File: config.mk
export PLATFORM = sky130hd
export DESIGN_NAME = sw_word_encoder
export DESIGN_NICKNAME = d
export VERILOG_FILES = /design/src/rtl/sw_enc_pkg.sv /design/src/rtl/sw_code_map.sv /design/src/rtl/sw_word_encoder.sv
export SDC_FILE = /design/constraint.sdc
export NUM_CORES = 1
export LEC_CHECK = 0
export ABC_AREA = 1
export CAP_MARGIN = 30
export CORE_MARGIN = 4
export CORE_UTILIZATION = 45
export CTS_CLUSTER_SIZE = 16
export DETAILED_ROUTE_END_ITERATION = 16
export GPL_TIMING_DRIVEN = 0
export PLACE_DENSITY = 0.71
export REMOVE_ABC_BUFFERS = 1
export SLEW_MARGIN = 30
export SYNTH_ARGS = -nofsm -noshare
export SYNTH_HDL_FRONTEND = slang
export SYNTH_SLANG_ARGS = --single-unit
File: constraint.sdc
create_clock -name clk -period 3 [get_ports clk]
set_clock_uncertainty 0.05 [all_clocks]
set_input_delay 0.6 -clock clk [delete_from_list [all_inputs] [get_ports clk]]
set_output_delay 0.6 -clock clk [all_outputs]
set_load 0.05 [all_outputs]
File: src/rtl/sw_enc_pkg.sv
// rtl/sw_enc_pkg.sv - shared constants and types for the switch-word encoder
package sw_enc_pkg;

   localparam logic [1:0] MODE_DIRECT = 2'b00;
   localparam logic [1:0] MODE_CODED  = 2'b01;
   localparam logic [1:0] MODE_FAULT  = 2'b10;
   localparam logic [1:0] MODE_RAW    = 2'b11;

   localparam logic [3:0] FAULT_CODE_DEFAULT = 4'b1001;
   localparam logic [9:0] IDLE_WORD          = 10'b0;

   typedef enum logic [1:0] {
      IDLE  = 2'd0,
      DRIVE = 2'd1,
      GAP   = 2'd2
   } state_t;

endpackage

File: src/rtl/sw_code_map.sv
// rtl/sw_code_map.sv - mode-01 value to payload code table
module sw_code_map (
   input  logic [3:0] value,
   output logic [3:0] code,
   output logic       ok
);

   // 5 is the canonical code for 7; 4, 6 and 8..15 have no code at all
   always_comb begin
      code = 4'd0;
      ok   = 1'b1;
      case (value)
         4'd0:    code = 4'd0;
         4'd1:    code = 4'd1;
         4'd2:    code = 4'd2;
         4'd3:    code = 4'd3;
         4'd5:    code = 4'd4;
         4'd7:    code = 4'd5;
         default: ok = 1'b0;
      endcase
   end

endmodule

File: src/rtl/sw_word_encoder.sv
// rtl/sw_word_encoder.sv - encodes (mode, value) requests onto the 10-bit switch word
module sw_word_encoder
   import sw_enc_pkg::*;
#(
   parameter int         HOLD_CYCLES = 4,
   parameter int         GAP_CYCLES  = 1,
   parameter logic [3:0] FAULT_CODE  = FAULT_CODE_DEFAULT
) (
   input  logic       clk,
   input  logic       rst,
   input  logic       in_valid,
   output logic       in_ready,
   input  logic [1:0] in_mode,
   input  logic [3:0] in_value,
   output logic [9:0] sw_out,
   output logic [3:0] exp_rez,
   output logic       busy,
   output logic       enc_err,
   output logic [7:0] err_cnt
);

   localparam int MAX_CNT = (HOLD_CYCLES > GAP_CYCLES) ? HOLD_CYCLES : GAP_CYCLES;
   localparam int CNT_W   = $clog2(MAX_CNT + 1);
   localparam logic [CNT_W-1:0] HOLD_LOAD = CNT_W'(HOLD_CYCLES - 1);
   localparam logic [CNT_W-1:0] GAP_LOAD  = CNT_W'((GAP_CYCLES > 0) ? GAP_CYCLES - 1 : 0);

   state_t           state, state_next;
   logic [CNT_W-1:0] cnt, cnt_next;
   logic [9:0]       word;
   logic [3:0]       rez;
   logic [9:0]       enc_word;
   logic [3:0]       enc_rez;
   logic             enc_bad;
   logic [3:0]       code;
   logic             code_ok;
   logic             accept;

   sw_code_map u_code_map (
      .value (in_value),
      .code  (code),
      .ok    (code_ok)
   );

   // Fault word is the fallback for mode 10 and for unencodable mode-01 values
   always_comb begin
      enc_word = {MODE_FAULT, 8'b0};
      enc_rez  = FAULT_CODE;
      enc_bad  = 1'b0;
      case (in_mode)
         MODE_DIRECT, MODE_RAW: begin
            enc_word = {in_mode, 4'b0, in_value};
            enc_rez  = in_value;
         end
         MODE_CODED: begin
            if (code_ok) begin
               enc_word = {MODE_CODED, code, 4'b0};
               enc_rez  = in_value;
            end else begin
               enc_bad = 1'b1;
            end
         end
         default: ;
      endcase
   end

   always_comb begin
      state_next = state;
      cnt_next   = cnt;
      in_ready   = 1'b0;
      busy       = 1'b1;
      case (state)
         IDLE: begin
            in_ready = 1'b1;
            busy     = 1'b0;
            if (in_valid) begin
               state_next = DRIVE;
               cnt_next   = HOLD_LOAD;
            end
         end
         DRIVE: begin
            if (cnt == '0) begin
               if (GAP_CYCLES == 0) begin
                  state_next = IDLE;
               end else begin
                  state_next = GAP;
                  cnt_next   = GAP_LOAD;
               end
            end else begin
               cnt_next = cnt - CNT_W'(1);
            end
         end
         GAP: begin
            if (cnt == '0) state_next = IDLE;
            else           cnt_next   = cnt - CNT_W'(1);
         end
         default: state_next = IDLE;
      endcase
   end

   assign accept = in_valid && in_ready;

   always_ff @(posedge clk or posedge rst) begin
      if (rst) begin
         state   <= IDLE;
         cnt     <= '0;
         word    <= IDLE_WORD;
         rez     <= 4'd0;
         enc_err <= 1'b0;
         err_cnt <= 8'd0;
      end else begin
         state   <= state_next;
         cnt     <= cnt_next;
         enc_err <= 1'b0;
         if (accept) begin
            word    <= enc_word;
            rez     <= enc_rez;
            enc_err <= enc_bad;
            if (enc_bad && err_cnt != 8'hFF) err_cnt <= err_cnt + 8'd1;
         end
      end
   end

   // Gated by state so an async reset blanks the bus immediately
   assign sw_out  = (state == DRIVE) ? word : IDLE_WORD;
   assign exp_rez = (state == DRIVE) ? rez  : 4'd0;

endmodule

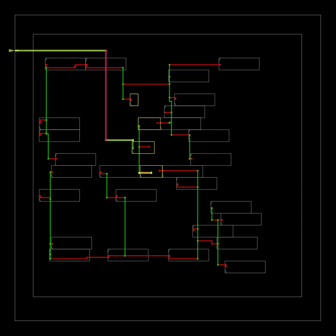
(run_1/clock_nets.png)
number of clock buffer instances in the layout: 3
number of buffers created by CTS: 3

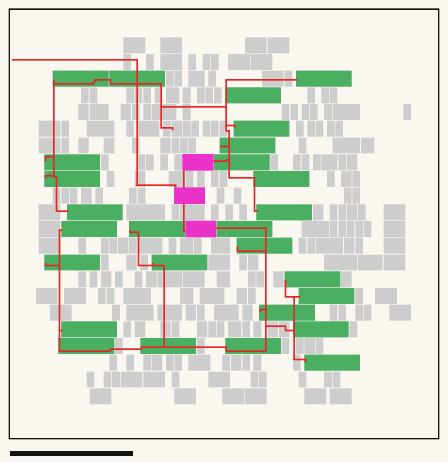
(run_1/clock_wires.png)
The bar under the picture is 20 um long.
clock-net drivers: in magenta, count 3. clock wires: in red, length 319 um. flip-flops: in green, count 27.
There are 4 routed clock nets.

==> results.txt, run 1 <==
The implementation run finished. Maximum number of pins on one net before global-route repair landed at 28. Die outline width landed at 69.7 um. Minimum clock period landed at 2.74 ns.

Post-layout instance count excluding filler cells landed at roughly 320. The script parses the final routing iteration and logs DRC violations as 0. Post-CTS repair changed the size of 0 cells.

Power attributed to the clock group landed at just over 0.0002 W. Leaving out the clock tree, the finished layout contains an inverter count of ~42. Number of vias after detailed routing landed at 1476. Maximum ir drop on the vdd rail landed at between 0.0004 and 0.0005 V.

The share of the Yosys chip area taken by registers is 0.395. Quantity of hold-fixing buffers added after cts landed at 0. The finished design was reported to have a net count of 289. The signal on the critical path passes through inv_1 -> ha_2 -> nand2_1 -> inv_1 -> clkdlybuf4s50_1.

The report shows a maximum critical-path fanout of 16. Starting DRC count in detailed routing landed at 48. Looking at the area split, the leading class of cells is combinational gates. According to the CTS report, the clock sink count is 27. Per-cell via count in the routed design landed at about 4.6. The chip occupies 4850 um2. In the hold timing report, the worst path depth is 2. Per the synthesis report, the adder-cell share of the synthesized area is 0.0585. The power report attributes to the sequential group a share of 0.313.

Per the STA report, the cell with the highest stage delay on the worst path is clkdlybuf4s50_1. The share of the core area taken by cells at floorplan is 0.467. The via count of the first global-routing pass came to 1397. The cell type that accounts for the most area after synthesis is dfrtp_1.

STA puts the critical path data required time at 2.35 ns. The layout report lists the combined flip-flop and latch area as 676 um2. STA classifies the critical path endpoint as an output pin. Number of buffers other than clock buffers in the final layout landed at 32.

In this run the deepest clock path goes through 2 buffers. Ranked by flip-flop count, first place goes to word. Routed wire length landed at 3250 um. Area fraction in mux cells landed at 0. The number of cells on the worst reg-to-reg path is 9. Combinational power share landed at 0.574.

Combinational cell power landed at about 0.0010 W. The cell that appears most often on the critical path is inv_1. Level count of the clock H-tree landed at 1.

At the worst endpoint, the arrival time is 2.09 ns. The number of antenna violations at the first check in global routing came to 0. Among cell families on the critical path, the largest total delay comes from buffers and inverters.

Summed over all cells, the static leakage comes to 1.14 nW. In the layout the commonest cells are nand2_1, inv_1, clkdlybuf4s50_1. Final weighted congestion in routability-driven placement landed at between 0.7 and 0.8. Counting pins that exceed their max-slew limit in the final report gives 0.

The biggest slice of the total power is consumed by combinational cells. Average cell area after synthesis landed at ~7.2 um2. The path class of the tightest hold or removal check is flop to flop. For reference, the most critical setup path is categorized as flop to output pin.

Counting buffers and inverters, the worst setup path is 5 cells deep. Later-pin clock latency in the skew report landed at 0.27 ns. Cell count after placement landed at 315. Remaining antenna violation count landed at 0. 34 I/O pins were placed. Die height landed at about 70 um. Headroom to the max-slew limit landed at 0.627. The largest single stage delay on the critical path is 0.79 ns.

Row generation in the floorplan step produced 22 rows. The run finished with clean final reports. The area fraction of the largest cell type after synthesis is 0.395. Hold timing on the final database bottoms out at a slack of 0.432 ns. Setup repair after global routing left no endpoint under its margin. Area of combinational cells with multiple inputs landed at ~860 um2. Per the OpenROAD floorplan log, the area of the core is 3660 um2. In the final routed layout, each cell accounts on average for 10.2 um. Synthesized-area fraction occupied by ao, oa, aoi and oai cells landed at 0.0549.

Of the combinational cells, the family taking the most area is simple AND/OR/NAND/NOR gates. Portion of the layout cell area used by non-clock buffers landed at 0.151. Power density relative to cell area landed at ~850 nW/um2. After legalization and detailed placement, the total HPWL measured 2430 um. Area of placed instances landed at 2070 um2.

First-pass GRT wire length landed at 5930 um. The repair_antennas step left the layout with diodes totalling 0. Before antenna repair, the detailed router went through 4 iterations. The synthesized netlist handed to floorplanning was reported with a cell count of 238. The final timing summary puts the cycle share of the worst path at 0.913. Number of register bits inferred by synthesis landed at 27. TritonCTS built the clock tree. Part of the total power dissipated in the clock network landed at 0.112. At the end of the flow the core is filled with cells to 0.580. Number of cells in the yosys synthesis report landed at approximately 240. Post-synthesis, Yosys gives the total cell area as ~1700 um2. Area share of xor/xnor cells in the synthesized design landed at 0.00512. In the final layout, the registers with the most flip-flops are word (9), err_cnt (8), rez (4). The register with the most flip-flops in the layout has 9 of them. Number of multi-input combinational cells in the layout landed at 166. STA classifies the critical path startpoint as a flop. Hold-check failures listed in the final report amount to 0. The internal portion of the total power is 0.000919 W.

With fillers left out, the area of the finished cells amounts to between 2000 and 2500 um2. Ratio of cells with drive above 1 in the final layout landed at 0.0996. Net switching power landed at 0.000892 W. Counting distinct cell types in the post-synthesis netlist gives 26. Slack of the critical path landed at 0.261 ns. Logic gate fraction of the total cell area landed at 0.404. Sequential logic power landed at 0.000567 W. The final power report lists total power as 0.00181 W. Net switching share of the total power landed at 0.493. The flow reports an fmax of 0.365 GHz. Minimum setup slack after placement landed at 0.372 ns.

Count of buffers from port buffering landed at 32. Layout sequential cell count landed at 27. The logs give a warning total of 29. Global-route congestion overflow total landed at 0.

After synthesis, the cell types taking the most area are dfrtp_1, nand2_1, inv_1. Overall routing resource usage recorded by global route was 0.142. Looking at the post-CTS report, the setup buffer insertion count equals 0. Counting only logic cells after layout, the most numerous master is nand2_1. Actual transition at the worst max-transition pin landed at 0.558 ns. The cell-mix breakdown from Yosys lists the simple-gate area share as 0.379. Sequential share of cell area landed at 0.318.

Growth of design area from synthesis to finish landed at 24.1%. Number of buffer and inverter stages on the critical path landed at 3. Clock-cell share of area landed at 0.0218. In this run the clock root is driven by a clkbuf_8. Setup violation total in the final timing report landed at 0. Count of max-cap constraint violations landed at 0.

Post-synthesis cell area landed at 1710 um2. Fill cells in the final layout number 352. For reference, the clock transition at the flip-flops on the worst setup and hold paths is around 0.090 ns. Tap insertion was completed with about 48 tapcells.

After routing, the total negative slack on setup checks comes to 0 ns. Counting the warning lines in the Yosys log gives 0.
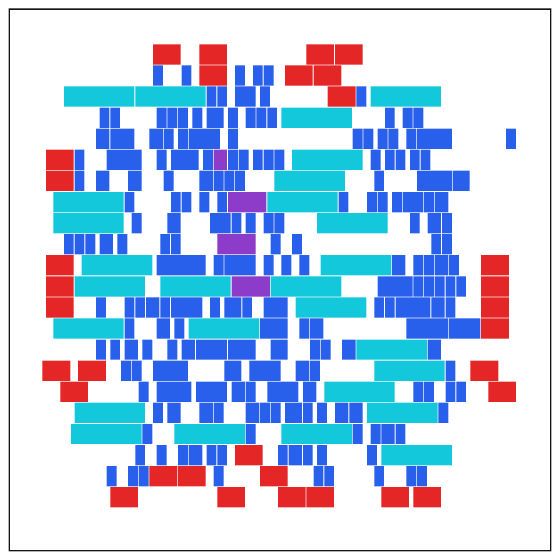
(run_1/class_map.png)
registers: in cyan, cells 27. remaining buffers and delay cells: in red, cells 32. clock drivers and dummy loads: in purple, cells 4. remaining logic cells: in blue, cells 208.

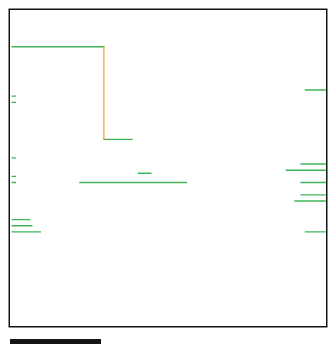
(run_1/layers.png)
The bar under the picture is 20 um long. Two of the layers only.
M3: in green, wire length 110 um. M4: in orange, wire length 20.4 um.

-- run 1: metal layers --
layer	track usage	vias to the layer above	wire length, um
met3	0.0145	2	110
li1	-	796	-
met5	0	-	0
met1	0.201	656	1690
met4	0.0340	0	20
met2	0.234	22	1440
-- run 1: path summary, 6_finish.rpt --
path	startpoint	to	slack, ns
max	state[1]	sw_out[9]	0.26
min reg2reg	cnt[0]	cnt[0]	0.43
min in group asynchronous	rst	word[9]	0.65
max in group asynchronous	rst	err_cnt[7]	1.88
min	cnt[0]	cnt[0]	0.43
max reg2reg	state[1]	cnt[2]	1.39
-- run 1: Yosys cell counts, drive strengths merged --
cell type,n
inv,42
nand3b,2
xor2,1
nand2,96
nor3,2
ha,8
dfrtp,27
nor2,20
nand3,16
a21oi,5
o21ai,11
nand4,2
a31oi,1
conb,1
buf,3
a21boi,1
## Run 2: what changed since run 1
--- a/config.mk
+++ b/config.mk
@@ -11,6 +11,7 @@
 export CORE_UTILIZATION = 45
 export CTS_CLUSTER_SIZE = 16
 export DETAILED_ROUTE_END_ITERATION = 16
+export GPL_ROUTABILITY_DRIVEN = 1
 export GPL_TIMING_DRIVEN = 0
 export PLACE_DENSITY = 0.71
 export REMOVE_ABC_BUFFERS = 1
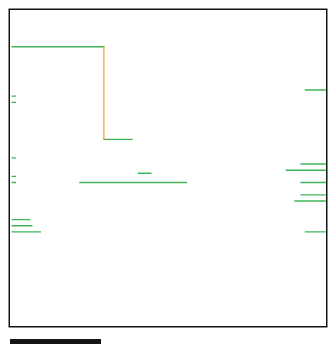
(run_2/layers.png)
The bar under the picture is 20 um long. Two of the layers only.
M4: in orange, wire length 20.4 um. M3: in green, wire length 110 um.
DRT Wirelength: 3250 um
total global routing track utilization: 0.142
Via Count: 1476
detailed-route wire length per cell: 10.2 um

==> run 2 against run 1 <==
Flip-flop count is the same. Register-to-register slack hardly changed. First-iteration DRC count unchanged. Count of clock-buffer cells in the layout unchanged. Worst hold slack stayed put. Combinational power about the same. Non-clock buffer count stayed put. Highest routed layer unchanged.
==> results.txt, run 2 <==
The implementation run finished. The run finished with clean final reports. Die outline width landed at 69.7 um (unchanged). The starting DRC count in detailed routing came to 48 (unchanged). Ratio of cells with drive above 1 in the final layout landed at 0.0996 (unchanged). Quantity of hold-fixing buffers added after cts landed at 0 (unchanged). The part of the total power dissipated in the clock network is 0.112 (about the same). The layer flagged by global routing as most heavily used is met2.

The synthesized-area fraction occupied by ao, oa, aoi and oai cells was 0.0549 (unchanged). Via count of the first global-routing pass landed at 1397 (unchanged). The largest share of the power goes to combinational cells.

Number of different library cells in the post-synthesis netlist landed at 26 (unchanged). The met3 layer wire length in the routed design is 110 um (unchanged). Looking at the cell usage after synthesis, the top flip-flop cell is dfrtp_1.

Broken down by cell family, the worst path's largest delay share belongs to buffers and inverters. Per-cell via count in the routed design landed at 4.63 (unchanged). Combinational power share landed at 0.574 (about the same). The maximum number of pins on one net before global-route repair is 28 (unchanged). Setup repair after global routing left no endpoint under its margin. The final core utilization is 0.580 (unchanged). Met3 routing resource usage after global routing landed at 0.0145 (unchanged). The registers reported with the highest flop counts are word (9), err_cnt (8), rez (4). Routing usage on met2 landed at 0.234 (unchanged). Level count of the clock H-tree landed at 1 (unchanged). First-pass GRT wire length landed at 5930 um (unchanged). Sequential logic power landed at 0.000567 W (about the same).

The data arrival time at the worst-slack endpoint came to 2.09 ns (about the same). The number of CTS-inserted buffers is 3 (unchanged). The area inside the core boundary came to 3660 um2 (unchanged). The slack of the critical path came to 0.261 ns (unchanged). Final weighted congestion in routability-driven placement landed at 0.777 (unchanged). Share of synthesized cell area in full adder, half adder and majority cells landed at 0.0585 (unchanged). In the post-synthesis netlist, the cell with the most instances is nand2_1. The number of flops mapped to enable cells by yosys came to 0 (unchanged). The number of cells in the yosys synthesis report is 238 (unchanged). In the layout the commonest cells are nand2_1, inv_1, clkdlybuf4s50_1.

The area fraction in mux cells came to 0 (unchanged). The synthesized design spends more area on one cell type than any other, namely dfrtp_1. Number of rows created at floorplan landed at 22 (unchanged). The count of buffers from port buffering is 32 (unchanged). Number of register bits inferred by synthesis landed at 27 (unchanged).

Number of setup buffers added after CTS landed at 0 (unchanged). Yosys warning count landed at 0 (unchanged). Detailed placer's ending HPWL landed at 2430 um (unchanged).

TritonCTS built the clock tree. Number of diodes added for antenna fixing landed at 0 (unchanged). The delay of the slowest cell on the worst path came to 0.79 ns (about the same). The post-synthesis cell area came to 1710 um2 (unchanged). Required arrival time at the worst endpoint landed at 2.35 ns (about the same). Total negative slack for setup checks landed at 0 ns (unchanged). Met1 capacity usage during global routing landed at 0.201 (unchanged).

Share of Yosys cell area claimed by the top area cell type landed at 0.395 (unchanged). Sorting the synthesized cells by how often they occur yields nand2_1, inv_1, dfrtp_1. The remaining routing DRC violations came to 0 (unchanged). Among logic cells in the layout, the one with the most instances is nand2_1. Headroom to the max-slew limit landed at 0.627 (unchanged).

The capture point of the worst register-to-register path is recorded as cnt[2]. Length in cells of the worst reg-to-reg path landed at 9 (unchanged). Global-route congestion overflow total landed at 0 (unchanged). Die height landed at 69.7 um (unchanged).

Count of max-cap constraint violations landed at 0 (unchanged). The post-cts resize count is 0 (unchanged). Number of hold-slack violations in the final timing report landed at 0 (unchanged). Simple-gate share of the synthesized area landed at 0.379 (unchanged). The final hold slack is 0.432 ns (unchanged). The power density relative to cell area came to 853 nW/um2 (unchanged). Count of TritonRoute iterations in the first routing pass landed at 4 (unchanged). The post-synthesis async set-or-reset flop share came to 1.00 (unchanged). By area the synthesized netlist is led by dfrtp_1, nand2_1, inv_1.

Share of the core filled by cells before placement landed at 0.467 (unchanged). Register area share after synthesis landed at 0.395 (unchanged).
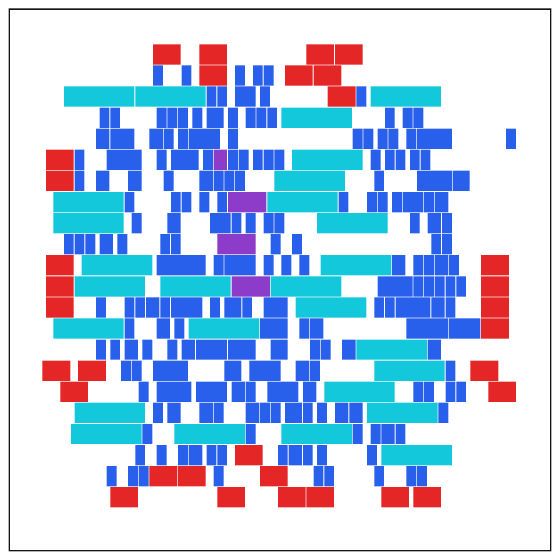
(run_2/class_map.png)
registers: in cyan, cells 27. remaining logic cells: in blue, cells 208. remaining buffers and delay cells: in red, cells 32. clock drivers and dummy loads: in purple, cells 4.

run 2: cell counts in the layout (fill, tap and decap cells not counted):
No cell type changed its count.
run 2: through the flow:
| stage | cells | power (W) | cell area, um2 |
|---|---|---|---|
| after floorplan | 235 | 0.00133 | 1690 |
| after global placement | 315 | 0.00161 | 2070 |
| after detailed placement | 315 | 0.00162 | 2070 |
| after CTS | 319 | 0.00182 | 2120 |
| after global routing | 319 | 0.00196 | 2120 |
| final | 319 | 0.00181 | 2120 |
run 2: final cells by class:
class | instances | area, um2 | share of cell area
flip-flops and latches | 27 | 676 | 0.318
well taps | 48 | 60.1 | 0.0283
clock inverters | 1 | 5.00 | 0.00236
repair buffers | 32 | 320 | 0.151
clock buffers | 3 | 41.3 | 0.0195
inverters | 42 | 163 | 0.0767
multi-input cells | 166 | 857 | 0.404
Power figures rest on the tool's default switching activity, not on a simulated workload.
